Fig. 1: metal 3
(3 px per um)
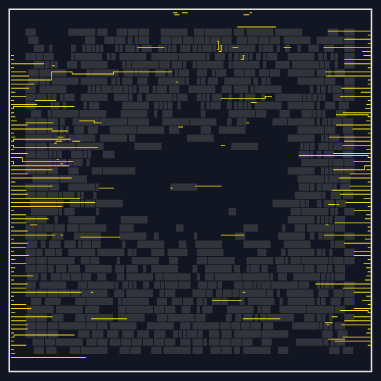
Fig. 2: sizing map
(2 px per um)
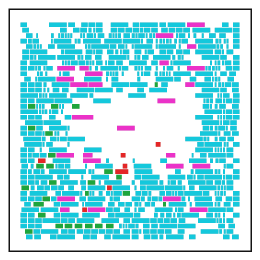
Fig. 3: placement by cell class
(4 px per um)
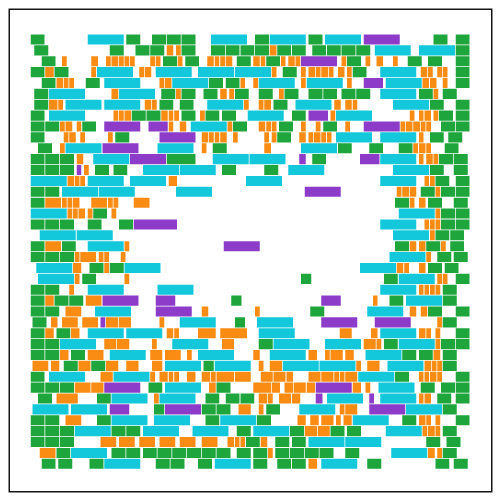
## src/rtl/alu_reg_sequencer.sv

```systemverilog
// Command-driven sequencer that reads two registers, runs the ALU and writes the result back.
// Optional macro WIDE_WB_EN: multiply results also write their high word to register rd+1.
`timescale 1ns/1ps
module alu_reg_sequencer #(
    parameter int AW    = 5,
    parameter int DW    = 32,
    parameter int CNT_W = 16
) (
    input  logic              clk,
    input  logic              clr_n,
    input  logic              cmd_valid,
    output logic              cmd_ready,
    input  logic [3:0]        cmd_op,
    input  logic [AW-1:0]     cmd_rs1,
    input  logic [AW-1:0]     cmd_rs2,
    input  logic [AW-1:0]     cmd_rd,
    input  logic              cmd_wb,
    output logic [AW-1:0]     rf_readreg1,
    output logic [AW-1:0]     rf_readreg2,
    input  logic [DW-1:0]     rf_rd1,
    input  logic [DW-1:0]     rf_rd2,
    output logic [3:0]        alu_op,
    input  logic [2*DW-1:0]   alu_out,
    output logic [AW-1:0]     rf_writereg,
    output logic              rf_wr_op,
    output logic [DW-1:0]     rf_data_in,
    output logic              rsp_valid,
    input  logic              rsp_ready,
    output logic [2*DW-1:0]   rsp_result,
    output logic              rsp_err,
    output logic              busy,
    output logic [CNT_W-1:0]  ops_done
);

    localparam logic [3:0] OP_DIV = 4'b0011;
`ifdef WIDE_WB_EN
    localparam logic [3:0] OP_MUL = 4'b0010;
`endif

    typedef enum logic [2:0] {
        ST_IDLE,
        ST_READ,
        ST_EXEC,
        ST_WB,
`ifdef WIDE_WB_EN
        ST_WB_HI,
`endif
        ST_RESP
    } state_t;

    state_t              r_state, w_state_next;
    logic [3:0]          r_op, w_op_next;
    logic [AW-1:0]       r_rd, w_rd_next;
    logic                r_wb, w_wb_next;
    logic                r_err, w_err_next;
    logic [2*DW-1:0]     r_result, w_result_next;
    logic                r_cmd_ready, w_cmd_ready_next;
    logic                r_busy, w_busy_next;
    logic                r_rsp_valid, w_rsp_valid_next;
    logic                r_rf_wr_op, w_rf_wr_op_next;
    logic [AW-1:0]       r_readreg1, w_readreg1_next;
    logic [AW-1:0]       r_readreg2, w_readreg2_next;
    logic [AW-1:0]       r_writereg, w_writereg_next;
    logic [DW-1:0]       r_data_in, w_data_in_next;
    logic [3:0]          r_alu_op, w_alu_op_next;
    logic [CNT_W-1:0]    r_ops_done, w_ops_done_next;
    logic                w_div0;

    // Read addresses are held from acceptance through EXEC, so rf_rd2 is still valid here.
    assign w_div0 = (r_op == OP_DIV) && (rf_rd2 == '0);

    always_ff @(posedge clk or negedge clr_n) begin
        if (!clr_n) begin
            r_state     <= ST_IDLE;
            r_op        <= '0;
            r_rd        <= '0;
            r_wb        <= 1'b0;
            r_err       <= 1'b0;
            r_result    <= '0;
            r_cmd_ready <= 1'b0;
            r_busy      <= 1'b0;
            r_rsp_valid <= 1'b0;
            r_rf_wr_op  <= 1'b0;
            r_readreg1  <= '0;
            r_readreg2  <= '0;
            r_writereg  <= '0;
            r_data_in   <= '0;
            r_alu_op    <= '0;
            r_ops_done  <= '0;
        end else begin
            r_state     <= w_state_next;
            r_op        <= w_op_next;
            r_rd        <= w_rd_next;
            r_wb        <= w_wb_next;
            r_err       <= w_err_next;
            r_result    <= w_result_next;
            r_cmd_ready <= w_cmd_ready_next;
            r_busy      <= w_busy_next;
            r_rsp_valid <= w_rsp_valid_next;
            r_rf_wr_op  <= w_rf_wr_op_next;
            r_readreg1  <= w_readreg1_next;
            r_readreg2  <= w_readreg2_next;
            r_writereg  <= w_writereg_next;
            r_data_in   <= w_data_in_next;
            r_alu_op    <= w_alu_op_next;
            r_ops_done  <= w_ops_done_next;
        end
    end

    // Every output is a flop, so its next value is decoded from the state being entered.
    always_comb begin
        w_state_next     = r_state;
        w_op_next        = r_op;
        w_rd_next        = r_rd;
        w_wb_next        = r_wb;
        w_err_next       = r_err;
        w_result_next    = r_result;
        w_cmd_ready_next = 1'b0;
        w_busy_next      = 1'b1;
        w_rsp_valid_next = 1'b0;
        w_rf_wr_op_next  = 1'b0;
        w_readreg1_next  = r_readreg1;
        w_readreg2_next  = r_readreg2;
        w_writereg_next  = r_writereg;
        w_data_in_next   = r_data_in;
        w_alu_op_next    = r_alu_op;
        w_ops_done_next  = r_ops_done;

        case (r_state)
            ST_IDLE: begin
                w_busy_next      = 1'b0;
                w_cmd_ready_next = 1'b1;
                if (cmd_valid && r_cmd_ready) begin
                    w_state_next     = ST_READ;
                    w_busy_next      = 1'b1;
                    w_cmd_ready_next = 1'b0;
                    w_op_next        = cmd_op;
                    w_rd_next        = cmd_rd;
                    w_wb_next        = cmd_wb;
                    w_readreg1_next  = cmd_rs1;
                    w_readreg2_next  = cmd_rs2;
                end
            end
            ST_READ: begin
                w_state_next  = ST_EXEC;
                w_alu_op_next = r_op;
            end
            ST_EXEC: begin
                w_state_next    = ST_WB;
                w_alu_op_next   = '0;
                w_err_next      = w_div0;
                w_result_next   = w_div0 ? '1 : alu_out;
                w_rf_wr_op_next = r_wb && !w_div0;
                w_writereg_next = r_rd;
                w_data_in_next  = w_div0 ? '1 : alu_out[DW-1:0];
            end
            ST_WB: begin
`ifdef WIDE_WB_EN
                if ((r_op == OP_MUL) && r_wb) begin
                    w_state_next    = ST_WB_HI;
                    w_rf_wr_op_next = 1'b1;
                    w_writereg_next = r_rd + AW'(1);
                    w_data_in_next  = r_result[2*DW-1:DW];
                end else
`endif
                begin
                    w_state_next     = ST_RESP;
                    w_rsp_valid_next = 1'b1;
                end
            end
`ifdef WIDE_WB_EN
            ST_WB_HI: begin
                w_state_next     = ST_RESP;
                w_rsp_valid_next = 1'b1;
            end
`endif
            ST_RESP: begin
                w_rsp_valid_next = 1'b1;
                if (rsp_ready) begin
                    w_state_next     = ST_IDLE;
                    w_rsp_valid_next = 1'b0;
                    w_busy_next      = 1'b0;
                    w_cmd_ready_next = 1'b1;
                    w_ops_done_next  = r_ops_done + CNT_W'(1);
                end
            end
            default: begin
                w_state_next = ST_IDLE;
                w_busy_next  = 1'b0;
            end
        endcase
    end

    assign cmd_ready   = r_cmd_ready;
    assign busy        = r_busy;
    assign rsp_valid   = r_rsp_valid;
    assign rsp_result  = r_result;
    assign rsp_err     = r_err;
    assign rf_wr_op    = r_rf_wr_op;
    assign rf_readreg1 = r_readreg1;
    assign rf_readreg2 = r_readreg2;
    assign rf_writereg = r_writereg;
    assign rf_data_in  = r_data_in;
    assign alu_op      = r_alu_op;
    assign ops_done    = r_ops_done;

endmodule

```

## config.mk

```make
export PLATFORM = sky130hd
export DESIGN_NAME = alu_reg_sequencer
export DESIGN_NICKNAME = d
export VERILOG_FILES = /design/src/rtl/alu_reg_sequencer.sv
export SDC_FILE = /design/constraint.sdc
export NUM_CORES = 1
export LEC_CHECK = 0
export CORE_MARGIN = 5
export CORE_UTILIZATION = 41
export CTS_CLUSTER_SIZE = 16
export DETAILED_ROUTE_END_ITERATION = 10
export HOLD_SLACK_MARGIN = 0.05
export PLACE_DENSITY = 0.92
export SLEW_MARGIN = 15
export SYNTH_ARGS = -nofsm -noshare
export SYNTH_HDL_FRONTEND = slang
export SYNTH_SLANG_ARGS = --single-unit
export TNS_END_PERCENT = 50
```

## constraint.sdc

```tcl
create_clock -name clk -period 3.5 [get_ports clk]
set_clock_uncertainty 0.2 [all_clocks]
set_input_delay 0.525 -clock clk [delete_from_list [all_inputs] [get_ports clk]]
set_output_delay 0.525 -clock clk [all_outputs]
set_load 0.01 [all_outputs]
```

==> flow_summary.json <==
{
  "status": "finished clean",
  "path_cells": "or3b_2 > buf_4 > nor2_1 > a21oi_1",
  "taps": 147,
  "wl_per_cell_um": 17.3,
  "critical_path.max_stage_delay_ps": 790,
  "groute.layer.met2.usage_pct": 37.0,
  "fill_cells": 889,
  "fp.dieW_um": 120,
  "crit_slowest_cell": "or3b_2",
  "vias_per_cell": 5.06,
  "io_pins": 288,
  "timing.fmax_mhz": 407,
  "log.warning_count": 58,
  "first_global_vias": 4699,
  "synthAoiAreaFrac_pct": 8.13,
  "reg2reg_from": "r_state[1]$_DFFE_PN0P_",
  "crit_cells": 4,
  "synth_seq_share_pct": 58.7,
  "antenna_found_initial": 0,
  "cts.sinks": 117,
  "ant_nets": 0,
  "cts-root-buf": "clkbuf_16",
  "min_period_ps": 2450,
  "num-clock-buffers": 27,
  "yosysChipArea_mm2": 0.00498,
  "startpoint": "r_state[1]$_DFFE_PN0P_",
  "crit_end": "rsp_result[1]$_DFFE_PN0P_",
  "dpl_cell_area_mm2": 0.00739,
  "internal_power_uw": 4820,
  "yosysUniqueCellTypes": 33,
  "cts.path.max_buffers": 2,
  "maxCapViolations": 0,
  "p_switching_uw": 2490,
  "p_clk_share_pct": 22.7,
  "netlist_area_mm2": 0.00498,
  "combPwrFrac_pct": 44.5,
  "reg2reg_depth": 4,
  "hold_ws_ps": 269,
  "critPathRequiredTime_ps": 3540,
  "worstSetupPathType": "reg2reg",
  "rrSetupSlack_ps": 1050,
  "leakagePower_uw": 0.00341,
  "drt_iter0_markers": 263,
  "preCtsSetupSlack_ps": 802,
  "n_all_inverters": 1,
  "cts_tree": "built",
  "logic_area_mm2": 0.00168,
  "synthTopCellsByCount": "135 x nor2_1, 117 x dfrtp_1, 66 x a21oi_1",
  "grt_pass1_wl_mm": 23.8,
  "mux_share_pct": 4.75,
  "yosys_most_used_dff": "dfrtp_1",
  "clock_latency_ps": 410,
  "tns_ps": 0,
  "wl_met2_mm": 7.65,
  "firstDrtPassIters": 4,
  "nonClkBufAreaFrac_pct": 32.7,
  "hold_path.class": "reg2reg",
  "hold_viol": 0,
  "dp.cells": 836,
  "min_from": "ops_done[15]$_DFFE_PN0P_",
  "setup_viol": 0,
  "htree_levels": 4,
  "diodes": 0,
  "clk-power_uw": 1660,
  "power_density_mw_per_mm2": 916,
  "r2r_end": "rsp_result[1]$_DFFE_PN0P_",
  "drc": 0,
  "cp_max_fo": 42,
  "start_kind": "flip-flop",
  "yosys.area_share.adder_pct": 0.251,
  "postSynthNetCount": 642,
  "grt_max_degree": 67,
  "hold_buffers": 1,
  "ys_cells": 489,
  "dominant_cells": "sequential cells",
  "floorplan.core_util_pct": 41.7,
  "p_seq_uw": 2400,
  "synth_area_leader_cell": "dfrtp_1",
  "stdcell_count": 867,
  "power_top_consumer": "combinational cells",
  "top_cell_area_share_pct": 58.7,
  "tightest_slew_ps": 797,
  "critPathBufInv": 1,
  "drive_above_1_share_pct": 8.33,
  "comb_area_share_pct": 21.0,
  "worstHoldPathCells": 1,
  "synth-async-reset-ratio_pct": 100,
  "post-route-period-util_pct": 70.1,
  "routed.top_layer": "met4",
  "pwr-share-seq_pct": 32.8,
  "top_usage_layer": "met2",
  "p_total_uw": 7310,
  "end_kind": "flip-flop",
  "yosysWarnings": 0,
  "topCellsByArea": "dfrtp_1 59%, nor2_1 10%, a21oi_1 6.6%, buf_4 4.8%, mux2_2 4.7%",
  "largest_register_ffs": 64,
  "flop_area_mm2": 0.00293,
  "final_common_cell": "clkdlybuf4s50_1",
  "synthesis.instances": 489,
  "gr-usage-all-layers_pct": 21.0,
  "die_h_um": 120,
  "top_cell": "nor2_1",
  "ys_sh_xor_pct": 2.81,
  "chipArea_mm2": 0.0145,
  "rsz0062_at_grt": "no",
  "nNetsFinal": 862,
  "cpLargestDelayFamily": "simple AND/OR/NAND/NOR gates",
  "flop-count": 117,
  "max-vdd-ir-drop_uv": 475,
  "cts-resized-gates": 0,
  "edf_count": 0,
  "wl_met3_mm": 1.24,
  "max_slew_margin_pct": 46.9,
  "cts_made_buffers": 17,
  "simple_gate_area_share_pct": 17.4,
  "nMultiInputCombCells": 311,
  "clk_share_pct": 7.19,
  "wl_met1_mm": 5.56,
  "portBuffers": 255,
  "cts_setup_buffers": 0,
  "whs_endpoint": "ops_done[15]$_DFFE_PN0P_",
  "ys_seq_elements": 117,
  "slew_viol_final": 0,
  "dp_hpwl_mm": 11.0,
  "synth.avg_cell_area_um2": 10.2,
  "pg_comb_uw": 3250,
  "grt_overflow": 0,
  "p_sw_share_pct": 34.0,
  "crit_arrival_ps": 2500,
  "gp_congestion": 0.828,
  "clk_transition_reported_paths_ps": 50,
  "met1_usage_pct": 22.4,
  "final_cell_mix": "254 x clkdlybuf4s50_1, 135 x nor2_1, 117 x dfrtp_1",
  "logic_family": "simple AND/OR/NAND/NOR gates"
}
-- Fig. 1 (at the start) --
173 nets have wire on it. The longest straight run is 28.1 um. The wires run mostly horizontal. The layer holds 8.3% of the routed length.
met3 Usage GRT: 7.30%
Vias: 4385
Post-Route WL: 15.0 mm

-- Fig. 2 (at the start) --
Key: x6 and larger = magenta [cells 26]; x3 and x4 = red [cells 7]; x1 and smaller = cyan [cells 660]; x2 = green [cells 27]
Signal buffers: 261
final worst slack: 1050 ps
area grow syn2layout: 60.0%
cell area after layout: 0.00798 mm^2

-- Fig. 3 (at the start) --
Key: clock drivers and dummy loads = purple [cells 30, share of their area 7.4%]; registers = cyan [cells 117, share of their area 38%]; remaining logic cells = orange [cells 312, share of their area 22%]; remaining buffers and delay cells = green [cells 261, share of their area 33%]
Seq/total area: 36.7%
num rows: 40
fin util: 66.7%
core area: 0.0120 mm^2

Power figures rest on the tool's default switching activity, not on a simulated workload.
